Figure 1. I/O pins on the die edge.
(6 px per um) Pins as bars across the die edge, other pins in grey.
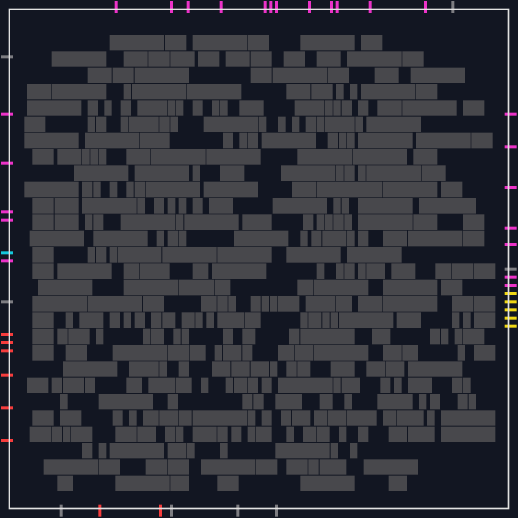
Figure 2. Metal layers overlaid.
(4 px per um) Two of the layers only.
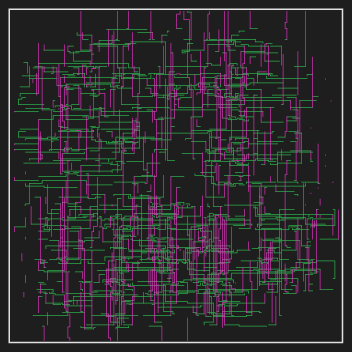
Figure 3. A small window of the routed layout.
Window x 21 to 61, y 21 to 61 um. Cells in grey, sequential cells in the stronger grey; small squares are vias.
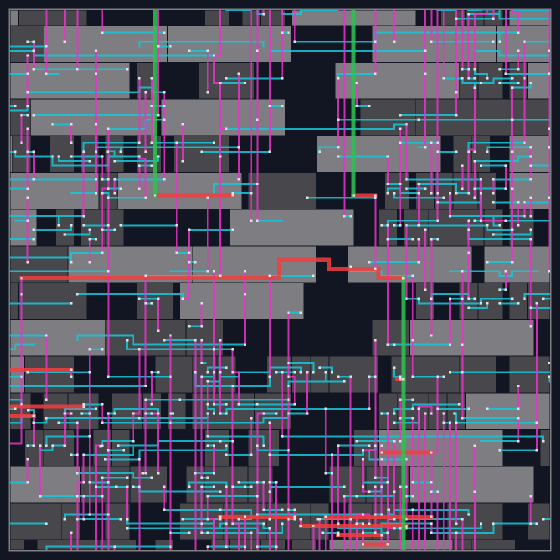
Figure 4. Cell outlines without signal wires.
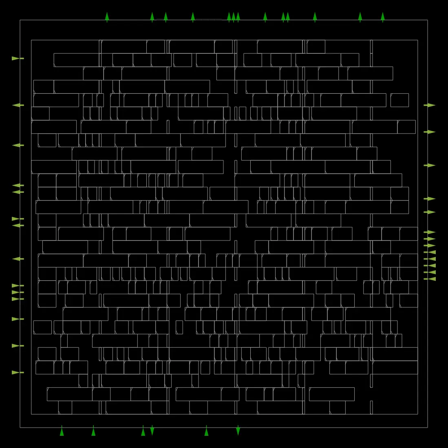
Figure 5. The metal 2 layer.
(4 px per um)
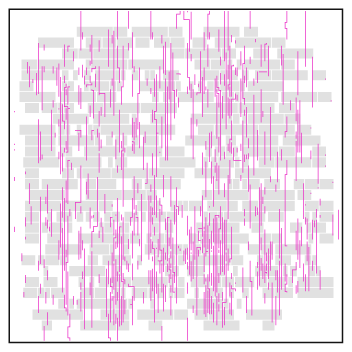
### config.mk
export PLATFORM = sky130hd
export DESIGN_NAME = spi_master_cmd
export DESIGN_NICKNAME = d
export VERILOG_FILES = /design/src/rtl/spi_pkg.sv /design/src/rtl/spi_sclk_gen.sv /design/src/rtl/spi_master_cmd.sv
export SDC_FILE = /design/constraint.sdc
export NUM_CORES = 1
export LEC_CHECK = 0
export CORE_MARGIN = 2
export CORE_UTILIZATION = 55
export DETAILED_ROUTE_END_ITERATION = 12
export PLACE_DENSITY = 0.77
export SLEW_MARGIN = 10
export SYNTH_ARGS = -nofsm -noshare
export SYNTH_HDL_FRONTEND = slang
export SYNTH_SLANG_ARGS = --single-unit
### constraint.sdc
create_clock -name clk -period 2.6 [get_ports clk]
set_clock_uncertainty 0.15 [all_clocks]
set_input_delay 0.52 -clock clk [delete_from_list [all_inputs] [get_ports clk]]
set_output_delay 0.52 -clock clk [all_outputs]
set_load 0.05 [all_outputs]
### src/rtl/spi_pkg.sv
// Shared types and helpers for the SPI command master and its SCLK generator.
package spi_pkg;

  typedef enum logic [2:0] {
    ST_IDLE,
    ST_CS_SETUP,
    ST_SHIFT_TX,
    ST_SHIFT_RX,
    ST_CS_HOLD,
    ST_CS_GAP
  } state_t;

  typedef struct packed {
    logic cpol;
    logic cpha;
  } spi_mode_t;

  localparam spi_mode_t MODE0 = '{cpol: 1'b0, cpha: 1'b0};
  localparam spi_mode_t MODE1 = '{cpol: 1'b0, cpha: 1'b1};
  localparam spi_mode_t MODE2 = '{cpol: 1'b1, cpha: 1'b0};
  localparam spi_mode_t MODE3 = '{cpol: 1'b1, cpha: 1'b1};

  // Width of a counter able to hold every value from 0 up to data_w inclusive.
  function automatic int rx_len_w(input int data_w);
    return (data_w < 1) ? 1 : $clog2(data_w + 1);
  endfunction

endpackage

### src/rtl/spi_sclk_gen.sv
// SCLK divider: toggles a registered sclk every CLK_DIV cycles while run is high
// and flags whether each toggle is the leading or the trailing edge of a bit.
module spi_sclk_gen #(
  parameter int CLK_DIV = 2,
  parameter bit CPOL    = 1'b0
) (
  input  logic clk,
  input  logic reset_n,
  input  logic run,
  output logic sclk,
  output logic lead_stb,
  output logic trail_stb
);

  localparam int CNT_W = (CLK_DIV > 1) ? $clog2(CLK_DIV) : 1;
  localparam logic [CNT_W-1:0] CNT_MAX = CNT_W'(CLK_DIV - 1);

  logic [CNT_W-1:0] cnt;
  logic             half_done;

  // Strobes coincide with the clock edge on which sclk itself toggles.
  assign half_done = run && (cnt == CNT_MAX);
  assign lead_stb  = half_done && (sclk == CPOL);
  assign trail_stb = half_done && (sclk != CPOL);

  always_ff @(posedge clk or negedge reset_n) begin
    if (!reset_n) begin
      cnt  <= '0;
      sclk <= CPOL;
    end else if (!run) begin
      cnt  <= '0;
      sclk <= CPOL;
    end else if (half_done) begin
      cnt  <= '0;
      sclk <= ~sclk;
    end else begin
      cnt <= cnt + 1'b1;
    end
  end

endmodule

### src/rtl/spi_master_cmd.sv
// SPI command master: sends one instruction MSB first, then reads a runtime
// selected number of response bits, with a start/busy/done handshake.
module spi_master_cmd #(
  parameter int INST_W  = 8,
  parameter int DATA_W  = 24,
  parameter int CLK_DIV = 2,
  parameter bit CPOL    = 1'b0,
  parameter bit CPHA    = 1'b0
) (
  input  logic                                   clk,
  input  logic                                   reset_n,
  input  logic                                   start,
  input  logic [INST_W-1:0]                      inst,
  input  logic [spi_pkg::rx_len_w(DATA_W)-1:0]   rx_len,
  output logic                                   busy,
  output logic                                   done,
  output logic [DATA_W-1:0]                      rx_data,
  output logic                                   spi_sclk,
  output logic                                   spi_mosi,
  input  logic                                   spi_miso,
  output logic                                   spi_cs_n
);

  import spi_pkg::*;

  localparam int LEN_W   = rx_len_w(DATA_W);
  localparam int BIT_MAX = (INST_W > DATA_W) ? INST_W : DATA_W;
  localparam int BIT_W   = $clog2(BIT_MAX + 1);
  localparam int DIV_W   = (CLK_DIV > 1) ? $clog2(CLK_DIV) : 1;
  localparam logic [DIV_W-1:0] DIV_MAX = DIV_W'(CLK_DIV - 1);

  localparam spi_mode_t MODE        = '{cpol: CPOL, cpha: CPHA};
  localparam bit        SAMPLE_LEAD = (MODE == MODE0) || (MODE == MODE2);

  state_t            state;
  logic [INST_W-1:0] tx_sr;
  logic [DATA_W-1:0] rx_sr;
  logic [LEN_W-1:0]  len_q;
  logic [LEN_W-1:0]  len_clamped;
  logic [BIT_W-1:0]  bit_cnt;
  logic [DIV_W-1:0]  phase_cnt;
  logic              run;
  logic              lead_stb;
  logic              trail_stb;
  logic              sample_stb;
  logic              change_stb;

  assign len_clamped = (rx_len > LEN_W'(DATA_W)) ? LEN_W'(DATA_W) : rx_len;
  assign run         = (state == ST_SHIFT_TX) || (state == ST_SHIFT_RX);
  assign sample_stb  = SAMPLE_LEAD ? lead_stb : trail_stb;
  assign change_stb  = SAMPLE_LEAD ? trail_stb : lead_stb;

  spi_sclk_gen #(
    .CLK_DIV (CLK_DIV),
    .CPOL    (CPOL)
  ) u_sclk_gen (
    .clk       (clk),
    .reset_n   (reset_n),
    .run       (run),
    .sclk      (spi_sclk),
    .lead_stb  (lead_stb),
    .trail_stb (trail_stb)
  );

  // The TX register always holds the next bit to present in its MSB; for
  // CPHA=0 the first bit goes straight onto MOSI at accept, so it is pre-shifted.
  always_ff @(posedge clk or negedge reset_n) begin
    if (!reset_n) begin
      state     <= ST_IDLE;
      spi_cs_n  <= 1'b1;
      spi_mosi  <= 1'b0;
      busy      <= 1'b0;
      done      <= 1'b0;
      rx_data   <= '0;
      tx_sr     <= '0;
      rx_sr     <= '0;
      len_q     <= '0;
      bit_cnt   <= '0;
      phase_cnt <= '0;
    end else begin
      done <= 1'b0;
      unique case (state)
        ST_IDLE: begin
          if (start) begin
            tx_sr     <= CPHA ? inst : (inst << 1);
            spi_mosi  <= CPHA ? 1'b0 : inst[INST_W-1];
            len_q     <= len_clamped;
            rx_sr     <= '0;
            bit_cnt   <= '0;
            phase_cnt <= '0;
            spi_cs_n  <= 1'b0;
            busy      <= 1'b1;
            state     <= ST_CS_SETUP;
          end
        end

        ST_CS_SETUP: begin
          if (phase_cnt == DIV_MAX) begin
            phase_cnt <= '0;
            state     <= ST_SHIFT_TX;
          end else begin
            phase_cnt <= phase_cnt + 1'b1;
          end
        end

        ST_SHIFT_TX: begin
          if (change_stb) begin
            spi_mosi <= tx_sr[INST_W-1];
            tx_sr    <= tx_sr << 1;
          end
          if (trail_stb) begin
            if (bit_cnt == BIT_W'(INST_W - 1)) begin
              bit_cnt <= '0;
              state   <= (len_q == '0) ? ST_CS_HOLD : ST_SHIFT_RX;
            end else begin
              bit_cnt <= bit_cnt + 1'b1;
            end
          end
        end

        ST_SHIFT_RX: begin
          if (change_stb) begin
            spi_mosi <= 1'b0;
          end
          if (sample_stb) begin
            rx_sr <= (rx_sr << 1) | DATA_W'(spi_miso);
          end
          if (trail_stb) begin
            if (bit_cnt == BIT_W'(len_q) - 1'b1) begin
              bit_cnt <= '0;
              state   <= ST_CS_HOLD;
            end else begin
              bit_cnt <= bit_cnt + 1'b1;
            end
          end
        end

        ST_CS_HOLD: begin
          if (phase_cnt == DIV_MAX) begin
            phase_cnt <= '0;
            spi_cs_n  <= 1'b1;
            spi_mosi  <= 1'b0;
            done      <= 1'b1;
            rx_data   <= rx_sr;
            state     <= ST_CS_GAP;
          end else begin
            phase_cnt <= phase_cnt + 1'b1;
          end
        end

        ST_CS_GAP: begin
          if (phase_cnt == DIV_MAX) begin
            phase_cnt <= '0;
            busy      <= 1'b0;
            state     <= ST_IDLE;
          end else begin
            phase_cnt <= phase_cnt + 1'b1;
          end
        end

        default: begin
          state <= ST_IDLE;
        end
      endcase
    end
  end

endmodule
==> run summary <==
flow finished, numbers: status=complete, but fails checks, failing checks=negative hold slack, layout cell share with drive strength beyond 1=15.5%, FP Rows=28, Syn Inst Count=about 330, Worst path slowest cell=clkdlybuf4s50_1, Ys Warns=0, Critical Path End=spi_cs_n, crit-path max cell delay=~0.79 ns, Seq share, synth=54.8%, Clk. pwr=just over 0.9 mW, number of clock buffers in the layout=11, setup bufs post-CTS=0, CP Launch Type=flip-flop, post-route DRC violation count=0, endpoint required time on the critical path=a little under 2 ns, synthesized area=between 3000 and 4000 sq um, Reg power frac=around 42%, Crit path depth=1, first-pass GRT wire length=roughly 11000 um, vias in the first global route=around 2400, met1 global-route usage=about a quarter, synthesis area per yosys=about 3400 sq um, DR top layer=met4, ClkCell Share=4.94%, Antenna Nets Post-Route=0, Routed WL per cell=14.0 um, CTS Sinks=roughly 75, Hold Fails Final Rpt=1, most numerous cell in the Yosys netlist=nand2_1, Synth Area in Adders=less than 1%, prevailing post-synth register cell=dfrtp_1, area grow syn2layout=20.3%, GRT overflow=0, placed insts=approximately 430, Final HPWL DP=about 4300 um, worst-case reg-to-reg path depth=7, Post-DP Area=3920 sq um, final setup margin=approximately 0.27 ns, clk latency late pin=0.34 ns, VDD IR max=between 500 and 600 uV, Routed met2 length=2950 um, Yosys top cell by area=dfrtp_1, cell total in the yosys stat output=325, design internal power=around 2.4 mW, xor/xnor share=between 1.5 and 2%, Post-synth top cells=nand2_1, dfrtp_1, o21ai_0, highest-count logic cell in the final layout=nand2_1, hold slack final=-0.000704 ns, count of library flops with an enable pin=0, tool warnings=26, Inserted Clock Buffers=9, RSZ-0062 raised after global routing=false, grt peak-use layer=met2, via density per instance=around 5.5, mi-comb count=about 220, CTS tree=done, DRT iter0 DRCs=slightly above 200, Resized cells post-CTS=0, Non-clock buffers=51, Slew Limit Fails=0, cts hold-fix bufs=0, critical path class=flip-flop to primary output, setup violators final=0, synthesized area per cell=between 10 and 15 sq um, Regs by FF count=rx_data: 24 flops, rx_sr: 24 flops, tx_sr: 7 flops, chip area=between 6000 and 7000 sq um
## Picture notes: Figure 1
colour	port	pins	direction	edge
red	`inst`	8	input	6 west, 2 south
magenta	`rx_data`	24	output	12 north, 7 east, 5 west
yellow	`rx_len`	5	input	east
cyan	`spi_miso`	1	input	west
die height: 83.0 um
Die Wd: 83.0 um
IO Port Bufs: 45

## Picture notes: Figure 2
colour	layer	wire length
green	M1	3030 um
magenta	M2	2950 um
gr usage total: 19.6%
final wirelength: 6310 um
vias: 2492

## Picture notes: Figure 3
colour	layer
red	M3
magenta	M2
green	M4
cyan	M1
sequential cells in the window	22
cells with their middle in the window	113
netlist names of flops here include	`rx_sr` (9), `rx_data` (6), `bit_cnt` (2)
most frequent	nand2_1 (26), dfrtp_1 (22), o21ai_0 (11)

## Picture notes: Figure 4
Filler Cell Count: 462
sequential share of cell area: 45.5%
Finished Core Util: 68.9%
Non-Filler Instances: 450

## Picture notes: Figure 5
main direction	vertical
share of all routed wire	47%
nets with wire on the layer	324
longest straight run	24.5 um
wire length on this layer	2950 um
GRT met2 Usage: 31.0%

Power and IR drop assume default switching activity.
